`config.mk`:
```
export PLATFORM = sky130hd
export DESIGN_NAME = vga_timing_gen_flat
export DESIGN_NICKNAME = d
export VERILOG_FILES = /design/src/rtl/vga_timing_gen_if.sv /design/src/rtl/vga_timing_gen.sv /design/src/flat_wrapper.sv
export SDC_FILE = /design/constraint.sdc
export NUM_CORES = 1
export LEC_CHECK = 0
export ABC_AREA = 1
export CORE_UTILIZATION = 41
export DETAILED_ROUTE_END_ITERATION = 16
export HOLD_SLACK_MARGIN = 0.12
export PLACE_DENSITY = 0.75
export SLEW_MARGIN = 40
export SYNTH_ARGS = -nofsm -noshare
export SYNTH_HDL_FRONTEND = slang
export SYNTH_SLANG_ARGS = --single-unit
```
`constraint.sdc`:
```
create_clock -name clk -period 2.9 [get_ports clk]
set_clock_uncertainty 0.2 [all_clocks]
set_input_delay 0.58 -clock clk [delete_from_list [all_inputs] [get_ports clk]]
set_output_delay 0.58 -clock clk [all_outputs]
set_load 0.1 [all_outputs]
```
`src/rtl/vga_timing_gen_if.sv`:
```
// Raster bus between vga_timing_gen and the display/pixel-colour logic.
// With VGA_TESTPATTERN_EN defined, the interface also carries pattern_en.
interface vga_timing_gen_if;
    logic [11:0] line;
    logic [11:0] column;
    logic        video_on;
    logic        frame_start;
    logic [11:0] RGBsig;
    logic [11:0] rgb_out;
    logic        hsync;
    logic        vsync;
`ifdef VGA_TESTPATTERN_EN
    logic        pattern_en;

    modport master (
        output line, column, video_on, frame_start, rgb_out, hsync, vsync,
        input  RGBsig, pattern_en
    );
    modport slave (
        input  line, column, video_on, frame_start, rgb_out, hsync, vsync,
        output RGBsig, pattern_en
    );
`else
    modport master (
        output line, column, video_on, frame_start, rgb_out, hsync, vsync,
        input  RGBsig
    );
    modport slave (
        input  line, column, video_on, frame_start, rgb_out, hsync, vsync,
        output RGBsig
    );
`endif
endinterface

```
`src/rtl/vga_timing_gen.sv`:
```
// Raster timing source for 1280x1024@60 (108 MHz): counters, syncs and registered colour.
// Optional colour-bar generator enabled by defining VGA_TESTPATTERN_EN.
module vga_timing_gen #(
    parameter int unsigned H_ACTIVE = 1280,
    parameter int unsigned H_FP     = 48,
    parameter int unsigned H_SYNC   = 112,
    parameter int unsigned H_BP     = 248,
    parameter int unsigned V_ACTIVE = 1024,
    parameter int unsigned V_FP     = 1,
    parameter int unsigned V_SYNC   = 3,
    parameter int unsigned V_BP     = 38,
    parameter logic        HS_POL   = 1'b1,
    parameter logic        VS_POL   = 1'b1
) (
    input logic             clk,
    input logic             reset,
    vga_timing_gen_if.master vga
);

    localparam logic [11:0] H_ACT_W   = 12'(H_ACTIVE);
    localparam logic [11:0] H_TOTAL_W = 12'(H_ACTIVE + H_FP + H_SYNC + H_BP);
    localparam logic [11:0] HS_START  = 12'(H_ACTIVE + H_FP);
    localparam logic [11:0] HS_END    = 12'(H_ACTIVE + H_FP + H_SYNC);
    localparam logic [11:0] V_ACT_W   = 12'(V_ACTIVE);
    localparam logic [11:0] V_TOTAL_W = 12'(V_ACTIVE + V_FP + V_SYNC + V_BP);
    localparam logic [11:0] VS_START  = 12'(V_ACTIVE + V_FP);
    localparam logic [11:0] VS_END    = 12'(V_ACTIVE + V_FP + V_SYNC);

    logic [11:0] col_q,  col_d;
    logic [11:0] line_q, line_d;
    logic        col_last;
    logic        line_last;
    logic        active;
    logic        hs_win;
    logic        vs_win;
    logic [11:0] pix_src;
    logic [11:0] rgb_d;
    logic [11:0] rgb_q;
    logic        hs_q;
    logic        vs_q;

    // Raster counters: column free-runs, line only advances on the column wrap.
    always_comb begin
        col_last  = (col_q == H_TOTAL_W - 12'd1);
        line_last = (line_q == V_TOTAL_W - 12'd1);
        col_d     = col_q + 12'd1;
        line_d    = line_q;
        if (col_last) begin
            col_d  = '0;
            line_d = line_last ? '0 : line_q + 12'd1;
        end
    end

    always_ff @(posedge clk or posedge reset) begin
        if (reset) begin
            col_q  <= '0;
            line_q <= '0;
        end else begin
            col_q  <= col_d;
            line_q <= line_d;
        end
    end

    always_comb begin
        active = (col_q < H_ACT_W) && (line_q < V_ACT_W);
        hs_win = (col_q >= HS_START) && (col_q < HS_END);
        vs_win = (line_q >= VS_START) && (line_q < VS_END);
    end

`ifdef VGA_TESTPATTERN_EN
    logic [2:0]  bar_idx;
    logic [11:0] bar_rgb;

    always_comb begin
        bar_idx = col_q[10:8];
        bar_rgb = {{4{bar_idx[2]}}, {4{bar_idx[1]}}, {4{bar_idx[0]}}};
        pix_src = vga.pattern_en ? bar_rgb : vga.RGBsig;
    end
`else
    always_comb begin
        pix_src = vga.RGBsig;
    end
`endif

    always_comb begin
        rgb_d = active ? pix_src : '0;
    end

    // Colour and syncs share one register stage so all pins move on the same edge.
    always_ff @(posedge clk or posedge reset) begin
        if (reset) begin
            rgb_q <= '0;
            hs_q  <= ~HS_POL;
            vs_q  <= ~VS_POL;
        end else begin
            rgb_q <= rgb_d;
            hs_q  <= hs_win ? HS_POL : ~HS_POL;
            vs_q  <= vs_win ? VS_POL : ~VS_POL;
        end
    end

    assign vga.line        = line_q;
    assign vga.column      = col_q;
    assign vga.video_on    = active;
    assign vga.frame_start = (col_q == '0) && (line_q == '0);
    assign vga.rgb_out     = rgb_q;
    assign vga.hsync       = hs_q;
    assign vga.vsync       = vs_q;

endmodule

```
`src/flat_wrapper.sv`:
```
// flat-port wrapper written by rule: the top's interface ports become plain ports
module vga_timing_gen_flat 
#(
    parameter int unsigned H_ACTIVE = 1280,
    parameter int unsigned H_FP     = 48,
    parameter int unsigned H_SYNC   = 112,
    parameter int unsigned H_BP     = 248,
    parameter int unsigned V_ACTIVE = 1024,
    parameter int unsigned V_FP     = 1,
    parameter int unsigned V_SYNC   = 3,
    parameter int unsigned V_BP     = 38,
    parameter logic        HS_POL   = 1'b1,
    parameter logic        VS_POL   = 1'b1
)
  (clk, reset, vga_line, vga_column, vga_video_on, vga_frame_start, vga_rgb_out, vga_hsync, vga_vsync, vga_RGBsig);
  vga_timing_gen_if vga_i ();
  input logic clk;
  input logic reset;
  output wire logic [$bits(vga_i.line)-1:0] vga_line;
  output wire logic [$bits(vga_i.column)-1:0] vga_column;
  output wire logic [$bits(vga_i.video_on)-1:0] vga_video_on;
  output wire logic [$bits(vga_i.frame_start)-1:0] vga_frame_start;
  output wire logic [$bits(vga_i.rgb_out)-1:0] vga_rgb_out;
  output wire logic [$bits(vga_i.hsync)-1:0] vga_hsync;
  output wire logic [$bits(vga_i.vsync)-1:0] vga_vsync;
  input wire logic [$bits(vga_i.RGBsig)-1:0] vga_RGBsig;
  assign vga_line = vga_i.line;
  assign vga_column = vga_i.column;
  assign vga_video_on = vga_i.video_on;
  assign vga_frame_start = vga_i.frame_start;
  assign vga_rgb_out = vga_i.rgb_out;
  assign vga_hsync = vga_i.hsync;
  assign vga_vsync = vga_i.vsync;
  assign vga_i.RGBsig = vga_RGBsig;
  vga_timing_gen #(.H_ACTIVE(H_ACTIVE), .H_FP(H_FP), .H_SYNC(H_SYNC), .H_BP(H_BP), .V_ACTIVE(V_ACTIVE), .V_FP(V_FP), .V_SYNC(V_SYNC), .V_BP(V_BP), .HS_POL(HS_POL), .VS_POL(VS_POL)) u_core (.clk(clk), .reset(reset), .vga(vga_i));
endmodule
```
Figure 1. Power grid.
Scale: 4 px per µm. Pins as bars on the die edge.
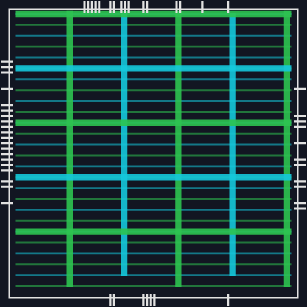
Key: cyan = VDD; green = VSS
The core has 25 rows. 5 straps on met5. 54 signal pins sit on the boundary.
Die Ht: 71.7 µm
die span in x: 71.7 µm
VDD IR max: 0.278 mV
core footprint: 4690 µm²

==> impl_metrics.tcl <==
# implementation run metrics
set metrics [dict create \
    r2r_end "u_core.vga.line[7]$_DFFE_PP0N_" \
    post-cts-setup-buffers 0 \
    yosysTopAreaCell "dfrtp_1" \
    clk_latency_ns 0.28 \
    critical_path_cell_count 7 \
    syn_area_um2 1990 \
    clock_area_frac 0.0307 \
    cts_max_level 2 \
    critPathMaxFanout 6 \
    grt_max_degree 25 \
    synth_async_sr_flop_share 1.00 \
    nWellTaps 54 \
    clockBufferCount 5 \
    drt-total-wl_um 4350 \
    cpLargestDelayFamily "simple AND/OR/NAND/NOR gates" \
    status "finished clean" \
    ios 54 \
    avgViaCountPerCell 4.93 \
    cp-start-kind "register" \
    fin_ws_ns 0.345 \
    grt_use_total 0.192 \
    top_cell "nand2_1" \
    dr.pass1.iters 4 \
    antenna_found_initial 0 \
    path_class "reg -> out" \
    hold_path.class "reg -> reg" \
    drt_iter0_drc 117 \
    instances_no_fill 364 \
    cp.required_ns 2.12 \
    slowest_stage "dfrtp_1" \
    fp_util 0.425 \
    crit_buf_inv 3 \
    drtAntennaViolNets 0 \
    yosys.area.top_type_share 0.477 \
    combGateArea_um2 842 \
    cp_cell_sequence "inv_1 > ha_1 > inv_1 > nor4_1 > nand3_1 > nor2_4 > buf_12" \
    ys.warnings.count 0 \
    cts_inserted_buffers 5 \
]
Figure 2. Cells colored by class.
Scale: 4 px per µm. Fill, decap, tap and diode cells in gray.
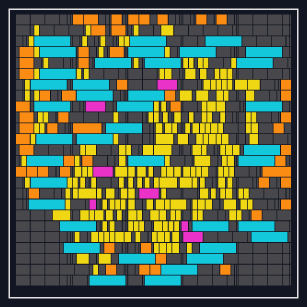
Key: cyan = sequential cells [cells 38]; orange = remaining buffers and delay cells [cells 54]; yellow = combinational and other logic [cells 211]; magenta = clock drivers and dummy loads [cells 7]
sequential fraction of total cell area: 0.370
Final Cell Area: 2570 µm²
# rows: 25
Layout Utilization: 0.547

-- layout by cell type, fill, tap and decap left out --
cell,instances
nand2_1,54
inv_1,42
buf_4,39
dfrtp_1,38
nor2_1,34
nand3_1,23
clkdlybuf4s50_1,13
nor3_1,11
xor2_1,9
nand4_1,5
o21ai_0,5
ha_1,5
clkbuf_8,5
a21oi_1,3
nand2_2,3
nor2_2,2
inv_2,2
nand3b_1,2
nor4_1,2
nor2_4,2
clkinv_2,2
buf_12,2
a31oi_1,1
o21a_1,1
o211ai_1,1
and3_1,1
o21ai_2,1
or2_2,1
o21ai_1,1
-- report_power, final --
group          internal, mW  switching (mW)
combinational        0.0320          0.0838
clock                 0.161           0.175
sequential            0.538         0.00239
total                 0.731           0.261
